`src/rtl/mc_cpu_pkg.sv`:
```
// mc_cpu_pkg: shared definitions for the multi-cycle MIPS-subset core.
//   state_t  - FSM state encoding (also exported on the core's state port)
//   OP_*     - primary opcode field values
//   FN_*     - R-type funct field values
//   alu_op_t - ALU operation select
//   funct_legal / funct_to_alu - R-type funct decode helpers
package mc_cpu_pkg;

   typedef enum logic [3:0] {
      FETCH     = 4'd0,
      DECODE    = 4'd1,
      EXEC_R    = 4'd2,
      WB_R      = 4'd3,
      EXEC_I    = 4'd4,
      WB_I      = 4'd5,
      MEM_ADDR  = 4'd6,
      MEM_READ  = 4'd7,
      WB_MEM    = 4'd8,
      MEM_WRITE = 4'd9,
      BRANCH    = 4'd10,
      JUMP      = 4'd11,
      HALT      = 4'd12
   } state_t;

   localparam logic [5:0] OP_RTYPE = 6'h00;
   localparam logic [5:0] OP_J     = 6'h02;
   localparam logic [5:0] OP_BEQ   = 6'h04;
   localparam logic [5:0] OP_BNE   = 6'h05;
   localparam logic [5:0] OP_ADDI  = 6'h08;
   localparam logic [5:0] OP_LW    = 6'h23;
   localparam logic [5:0] OP_SW    = 6'h2B;
   localparam logic [5:0] OP_HALT  = 6'h3F;

   localparam logic [5:0] FN_ADD = 6'h20;
   localparam logic [5:0] FN_SUB = 6'h22;
   localparam logic [5:0] FN_AND = 6'h24;
   localparam logic [5:0] FN_OR  = 6'h25;
   localparam logic [5:0] FN_NOR = 6'h27;
   localparam logic [5:0] FN_SLT = 6'h2A;

   typedef enum logic [2:0] {
      ALU_ADD = 3'd0,
      ALU_SUB = 3'd1,
      ALU_AND = 3'd2,
      ALU_OR  = 3'd3,
      ALU_NOR = 3'd4,
      ALU_SLT = 3'd5
   } alu_op_t;

   // True for the R-type funct codes the core implements.
   function automatic logic funct_legal(input logic [5:0] funct);
      logic ok;
      case (funct)
         FN_ADD, FN_SUB, FN_AND, FN_OR, FN_NOR, FN_SLT: ok = 1'b1;
         default:                                       ok = 1'b0;
      endcase
      return ok;
   endfunction

   // Maps an R-type funct code onto an ALU operation.
   function automatic alu_op_t funct_to_alu(input logic [5:0] funct);
      alu_op_t op;
      case (funct)
         FN_ADD:  op = ALU_ADD;
         FN_SUB:  op = ALU_SUB;
         FN_AND:  op = ALU_AND;
         FN_OR:   op = ALU_OR;
         FN_NOR:  op = ALU_NOR;
         FN_SLT:  op = ALU_SLT;
         default: op = ALU_ADD;
      endcase
      return op;
   endfunction

endpackage

```
`src/rtl/mc_cpu_regfile.sv`:
```
// mc_cpu_regfile: NREG x DATA_W register file, register 0 hard-wired to zero.
//   clk, rst           - clock, synchronous active-high reset (clears all registers)
//   ra_addr / ra_data  - read port A (combinational)
//   rb_addr / rb_data  - read port B (combinational)
//   dbg_addr / dbg_data- debug read port (combinational)
//   wr_en, wr_addr, wr_data - write port, takes effect on the rising edge
// Address bits above log2(NREG) are ignored.
module mc_cpu_regfile #(
   parameter int DATA_W = 32,
   parameter int NREG   = 32
) (
   input  logic              clk,
   input  logic              rst,
   input  logic [4:0]        ra_addr,
   output logic [DATA_W-1:0] ra_data,
   input  logic [4:0]        rb_addr,
   output logic [DATA_W-1:0] rb_data,
   input  logic [4:0]        dbg_addr,
   output logic [DATA_W-1:0] dbg_data,
   input  logic              wr_en,
   input  logic [4:0]        wr_addr,
   input  logic [DATA_W-1:0] wr_data
);

   localparam int RW = $clog2(NREG);

   logic [DATA_W-1:0] regs_r [NREG];

   // Register storage; writes aimed at register 0 are dropped so it always reads zero.
   always_ff @(posedge clk) begin
      if (rst) begin
         for (int i = 0; i < NREG; i++) begin
            regs_r[i] <= '0;
         end
      end else if (wr_en && (wr_addr[RW-1:0] != '0)) begin
         regs_r[wr_addr[RW-1:0]] <= wr_data;
      end
   end

   assign ra_data  = regs_r[ra_addr[RW-1:0]];
   assign rb_data  = regs_r[rb_addr[RW-1:0]];
   assign dbg_data = regs_r[dbg_addr[RW-1:0]];

endmodule

```
`src/rtl/mc_cpu_core.sv`:
```
// mc_cpu_core: multi-cycle MIPS-subset CPU with a request/ready memory port.
//   clk, rst         - system clock, synchronous active-high reset
//   run              - advance enable; all state (incl. cycle_count) holds when 0
//   mem_req/mem_we   - memory request and write strobe, held until mem_ready
//   mem_addr         - word address; mem_wdata store data
//   mem_rdata        - read data, valid together with mem_ready
//   dbg_index/dbg_data - combinational register read for board debug
//   pc, state        - current byte PC and FSM state
//   cycle_count      - run=1 cycles since reset, frozen once halted
//   halted, illegal  - core stopped; sticky flag for undefined opcode/funct
module mc_cpu_core
   import mc_cpu_pkg::*;
#(
   parameter int          DATA_W   = 32,
   parameter int          ADDR_W   = 9,
   parameter int          NREG     = 32,
   parameter int unsigned RESET_PC = 32'd0
) (
   input  logic              clk,
   input  logic              rst,
   input  logic              run,
   output logic              mem_req,
   output logic              mem_we,
   output logic [ADDR_W-1:0] mem_addr,
   output logic [DATA_W-1:0] mem_wdata,
   input  logic [DATA_W-1:0] mem_rdata,
   input  logic              mem_ready,
   input  logic [4:0]        dbg_index,
   output logic [DATA_W-1:0] dbg_data,
   output logic [DATA_W-1:0] pc,
   output logic [3:0]        state,
   output logic [31:0]       cycle_count,
   output logic              halted,
   output logic              illegal
);

   state_t            state_r;
   logic [DATA_W-1:0] pc_r;
   logic [31:0]       ir_r;
   logic [DATA_W-1:0] a_r;
   logic [DATA_W-1:0] b_r;
   logic [DATA_W-1:0] aluout_r;
   logic [DATA_W-1:0] mdr_r;
   logic [31:0]       cycle_count_r;
   logic              halted_r;
   logic              illegal_r;

   // Instruction fields
   logic [5:0]        opcode_s;
   logic [4:0]        rs_s;
   logic [4:0]        rt_s;
   logic [4:0]        rd_s;
   logic [5:0]        funct_s;
   logic [DATA_W-1:0] imm_ext_s;
   logic [DATA_W-1:0] br_off_s;
   logic [DATA_W-1:0] jump_target_s;

   assign opcode_s      = ir_r[31:26];
   assign rs_s          = ir_r[25:21];
   assign rt_s          = ir_r[20:16];
   assign rd_s          = ir_r[15:11];
   assign funct_s       = ir_r[5:0];
   assign imm_ext_s     = {{(DATA_W-16){ir_r[15]}}, ir_r[15:0]};
   assign br_off_s      = {imm_ext_s[DATA_W-3:0], 2'b00};
   assign jump_target_s = {pc_r[DATA_W-1:28], ir_r[25:0], 2'b00};

   // Register file hookup
   logic [DATA_W-1:0] rf_a_s;
   logic [DATA_W-1:0] rf_b_s;
   logic              rf_we_s;
   logic [4:0]        rf_waddr_s;
   logic [DATA_W-1:0] rf_wdata_s;

   mc_cpu_regfile #(
      .DATA_W (DATA_W),
      .NREG   (NREG)
   ) u_regfile (
      .clk      (clk),
      .rst      (rst),
      .ra_addr  (rs_s),
      .ra_data  (rf_a_s),
      .rb_addr  (rt_s),
      .rb_data  (rf_b_s),
      .dbg_addr (dbg_index),
      .dbg_data (dbg_data),
      .wr_en    (rf_we_s),
      .wr_addr  (rf_waddr_s),
      .wr_data  (rf_wdata_s)
   );

   // Write-back port: the WB states commit on the same run-qualified edge that leaves them.
   always_comb begin
      rf_we_s    = 1'b0;
      rf_waddr_s = rt_s;
      rf_wdata_s = aluout_r;
      case (state_r)
         WB_R: begin
            rf_we_s    = run;
            rf_waddr_s = rd_s;
         end
         WB_I: begin
            rf_we_s    = run;
         end
         WB_MEM: begin
            rf_we_s    = run;
            rf_wdata_s = mdr_r;
         end
         default: begin
            rf_we_s    = 1'b0;
         end
      endcase
   end

   // ALU: R-type uses B and funct; EXEC_I and MEM_ADDR add the sign-extended immediate.
   alu_op_t           alu_op_s;
   logic [DATA_W-1:0] alu_b_s;
   logic [DATA_W-1:0] alu_res_s;

   // ALU operand/operation select
   always_comb begin
      alu_op_s = ALU_ADD;
      alu_b_s  = imm_ext_s;
      if (state_r == EXEC_R) begin
         alu_op_s = funct_to_alu(funct_s);
         alu_b_s  = b_r;
      end else begin
         alu_op_s = ALU_ADD;
         alu_b_s  = imm_ext_s;
      end
   end

   // ALU datapath
   always_comb begin
      alu_res_s = '0;
      case (alu_op_s)
         ALU_ADD: alu_res_s = a_r + alu_b_s;
         ALU_SUB: alu_res_s = a_r - alu_b_s;
         ALU_AND: alu_res_s = a_r & alu_b_s;
         ALU_OR:  alu_res_s = a_r | alu_b_s;
         ALU_NOR: alu_res_s = ~(a_r | alu_b_s);
         ALU_SLT: alu_res_s = {{(DATA_W-1){1'b0}}, ($signed(a_r) < $signed(alu_b_s))};
         default: alu_res_s = a_r + alu_b_s;
      endcase
   end

   // Memory port decode from the state register; reset forces the request low.
   logic              mem_req_s;
   logic              mem_we_s;
   logic [ADDR_W-1:0] mem_addr_s;

   // Memory request/address select
   always_comb begin
      mem_req_s  = 1'b0;
      mem_we_s   = 1'b0;
      mem_addr_s = pc_r[ADDR_W+1:2];
      case (state_r)
         FETCH: begin
            mem_req_s  = 1'b1;
            mem_addr_s = pc_r[ADDR_W+1:2];
         end
         MEM_READ: begin
            mem_req_s  = 1'b1;
            mem_addr_s = aluout_r[ADDR_W+1:2];
         end
         MEM_WRITE: begin
            mem_req_s  = 1'b1;
            mem_we_s   = 1'b1;
            mem_addr_s = aluout_r[ADDR_W+1:2];
         end
         default: begin
            mem_req_s  = 1'b0;
         end
      endcase
   end

   assign mem_req   = mem_req_s & ~rst;
   assign mem_we    = mem_we_s & ~rst;
   assign mem_addr  = mem_addr_s;
   assign mem_wdata = b_r;

   // Main FSM and datapath registers; nothing moves on an edge with run=0.
   always_ff @(posedge clk) begin
      if (rst) begin
         state_r       <= FETCH;
         pc_r          <= DATA_W'(RESET_PC);
         ir_r          <= 32'd0;
         a_r           <= '0;
         b_r           <= '0;
         aluout_r      <= '0;
         mdr_r         <= '0;
         cycle_count_r <= 32'd0;
         halted_r      <= 1'b0;
         illegal_r     <= 1'b0;
      end else if (run) begin
         if (!halted_r) begin
            cycle_count_r <= cycle_count_r + 32'd1;
         end
         case (state_r)
            FETCH: begin
               if (mem_ready) begin
                  ir_r    <= mem_rdata[31:0];
                  pc_r    <= pc_r + DATA_W'(32'd4);
                  state_r <= DECODE;
               end
            end
            DECODE: begin
               a_r      <= rf_a_s;
               b_r      <= rf_b_s;
               aluout_r <= pc_r + br_off_s;
               case (opcode_s)
                  OP_RTYPE:      state_r <= EXEC_R;
                  OP_LW, OP_SW:  state_r <= MEM_ADDR;
                  OP_BEQ, OP_BNE: state_r <= BRANCH;
                  OP_J:          state_r <= JUMP;
                  OP_ADDI:       state_r <= EXEC_I;
                  OP_HALT: begin
                     state_r  <= HALT;
                     halted_r <= 1'b1;
                  end
                  default: begin
                     state_r   <= HALT;
                     halted_r  <= 1'b1;
                     illegal_r <= 1'b1;
                  end
               endcase
            end
            EXEC_R: begin
               if (funct_legal(funct_s)) begin
                  aluout_r <= alu_res_s;
                  state_r  <= WB_R;
               end else begin
                  state_r   <= HALT;
                  halted_r  <= 1'b1;
                  illegal_r <= 1'b1;
               end
            end
            EXEC_I: begin
               aluout_r <= alu_res_s;
               state_r  <= WB_I;
            end
            MEM_ADDR: begin
               aluout_r <= alu_res_s;
               state_r  <= (opcode_s == OP_SW) ? MEM_WRITE : MEM_READ;
            end
            MEM_READ: begin
               if (mem_ready) begin
                  mdr_r   <= mem_rdata;
                  state_r <= WB_MEM;
               end
            end
            MEM_WRITE: begin
               if (mem_ready) begin
                  state_r <= FETCH;
               end
            end
            WB_R, WB_I, WB_MEM: begin
               state_r <= FETCH;
            end
            BRANCH: begin
               // beq takes on equality, bne on inequality
               if ((opcode_s == OP_BEQ) == (a_r == b_r)) begin
                  pc_r <= aluout_r;
               end
               state_r <= FETCH;
            end
            JUMP: begin
               pc_r    <= jump_target_s;
               state_r <= FETCH;
            end
            HALT: begin
               state_r <= HALT;
            end
            default: begin
               state_r  <= HALT;
               halted_r <= 1'b1;
            end
         endcase
      end
   end

   assign pc          = pc_r;
   assign state       = state_r;
   assign cycle_count = cycle_count_r;
   assign halted      = halted_r;
   assign illegal     = illegal_r;

endmodule

```
`config.mk`:
```
export PLATFORM = sky130hd
export DESIGN_NAME = mc_cpu_core
export DESIGN_NICKNAME = d
export VERILOG_FILES = /design/src/rtl/mc_cpu_pkg.sv /design/src/rtl/mc_cpu_regfile.sv /design/src/rtl/mc_cpu_core.sv
export SDC_FILE = /design/constraint.sdc
export NUM_CORES = 2
export LEC_CHECK = 0
export CORE_MARGIN = 2
export CORE_UTILIZATION = 51
export DETAILED_ROUTE_END_ITERATION = 16
export HOLD_SLACK_MARGIN = 0.15
export PLACE_DENSITY = 0.68
export SYNTH_ARGS = -nofsm -noshare
export SYNTH_HDL_FRONTEND = slang
export SYNTH_SLANG_ARGS = --single-unit
```
`constraint.sdc`:
```
create_clock -name clk -period 12.8 [get_ports clk]
set_input_delay 2.56 -clock clk [delete_from_list [all_inputs] [get_ports clk]]
set_output_delay 2.56 -clock clk [all_outputs]
set_load 0.02 [all_outputs]
```
placed.png
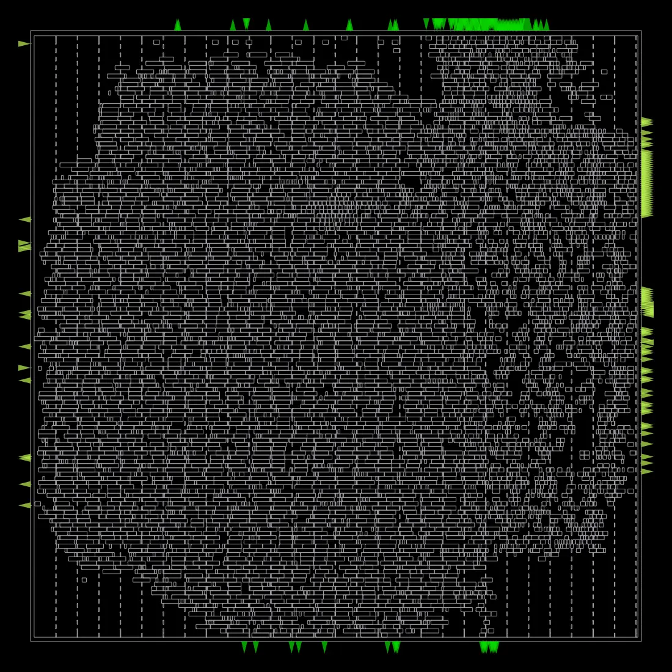
core area: 150000 um2
# fillers: 11.8k

m2.png
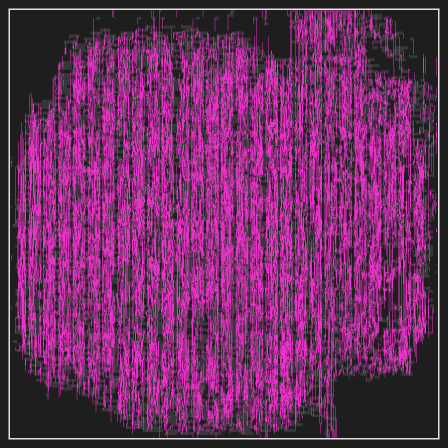
wire length on this layer: 128 mm
longest straight run: 141 um
share of all routed wire: 44%
nets with wire on the layer: 5112
via count: 58.4k
Global Route met2 Usage: 55.8%
drt total wl: 291000 um

m1.png
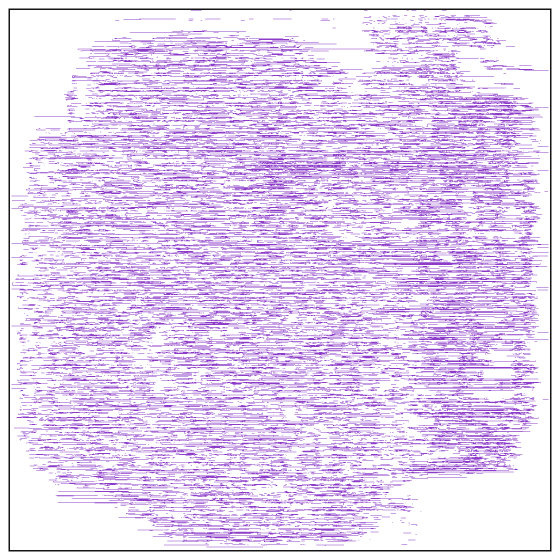
nets with wire on the layer: 5753
longest straight run: 79.6 um
share of all routed wire: 33%
main direction: horizontal
wire length on this layer: 95.1 mm
met1 Use GR: 47.6%

ff_map.png
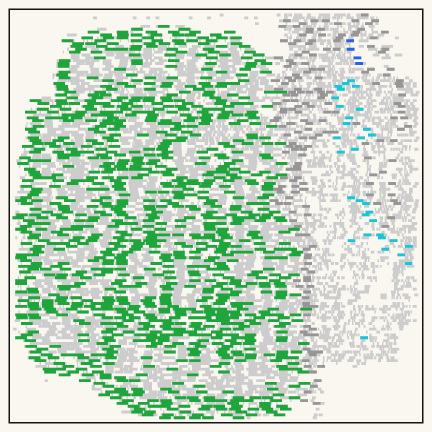
[aluout_r] cyan | placed flops: 32
[u_regfile.regs_r] green | placed flops: 1024
[state] blue | placed flops: 4 | where: top right
Seq power: 4.86 mW
Seq area share: 41.4%
FF/Latch Area: 35400 um2

==> metrics.yaml <==
clkPwrFrac_pct: 36.2
outcome: "finished, violations left"
cp_num_cells: 6
fin_crit_sh_pct: 69.4
grt_max_degree: 122
comb-cell-share_pct: 46.3
buf_share_pct: 3.55
numSynthFlops: 1254
hold_viol: 0
critPathMaxStageDelay_ns: 0.99
die_y_um: 392
worstHoldStart: "mdr_r[8]$_SDFFE_PP0P_"
worst-path-buf-inv: 3
cp_top_family: "buffers and inverters"
synth_xor_xnor_area_share_pct: 1.40
post_dp_cell_area_um2: 81000
cp-startpoint: "dbg_index[0]"
clkCellAreaFrac_pct: 5.32
clockBufferDepth: 3
dp.cells: 7779
wl_met3_um: 44800
r2r_end: "aluout_r[18]$_SDFFE_PP0P_"
wl_met1_um: 95100
power_mw: 11.3
hold_path.class: "reg -> reg"
power_density_nw_per_um2: 132
edf_count: 1024
pin_count: 186
timing.hold.ws_ns: 0.472
p_int_mw: 7.86
top_usage_layer: "met2"
slew_violations: 2
critPathCapture: "dbg_data[27]"
ys_sh_aoi_pct: 6.35
utilization_pct: 57.1
drtPass1Iterations: 6
nets: 6078
comb_area_um2: 39600
core.rowCount: 142
ctsHtreeMaxLevel: 4
fin_setup_tns_ns: 0
port_buffers: 185
clk_transition_reported_paths_ns: 0.06
adder_share_pct: 2.16
chipWidth_um: 392
p_leak_nw: 27.0
switching_share_pct: 30.5
cts_tree: "done"
logic_gates: 4062
largest_area_cell: "edfxtp_1"
instances_no_fill: 8032
seq_power_share_pct: 43.0
wl_met2_um: 128000
p_comb_mw: 2.35
cpMaxStageDelayCell: "buf_4"
flops: 1254
cap_violations: 1
post-dp-hpwl_um: 183000
cp-end-kind: "output pin"
rr_worst_depth: 15
violations: "capacitance limit, slew limit"
ant_nets: 0
simple_gate_area_share_pct: 10.6
ff2ff_setup_slack_ns: 6.96
cts_setup_buffers: 0
top_area_share_pct: 40.0
lay_top_cells: "nor2_1 (1240), edfxtp_1 (1024), mux4_2 (960)"
path_max_fanout: 76
grt_pass1_wl_um: 408000
maxSlewHeadroom_pct: -3.02
muxShareOfSynthArea_pct: 30.1
worstSkewPairLatency_ns: 0.82
start_kind: "input pin"
cts_root_buffer: "clkbuf_16"
clock-sinks: 1254
synthFlopType: "edfxtp_1"
holdBufCountCts: 0
syn_area_um2: 76900
gp_congestion: 0.981
topCellsByArea: "edfxtp_1 (40%), mux4_2 (28%), nor2_1 (6.1%), dfxtp_1 (6.0%), clkbuf_1 (2.1%)"
globalRouteOverflowTotal: 0
antenna_found_initial: 10
whs_endpoint: "mdr_r[8]$_SDFFE_PP0P_"
warnings: 96
setup_ws_ns: 3.92
p_clk_mw: 4.10
switchingPower_mw: 3.45
Power figures rest on the tool's default switching activity, not on a simulated workload.
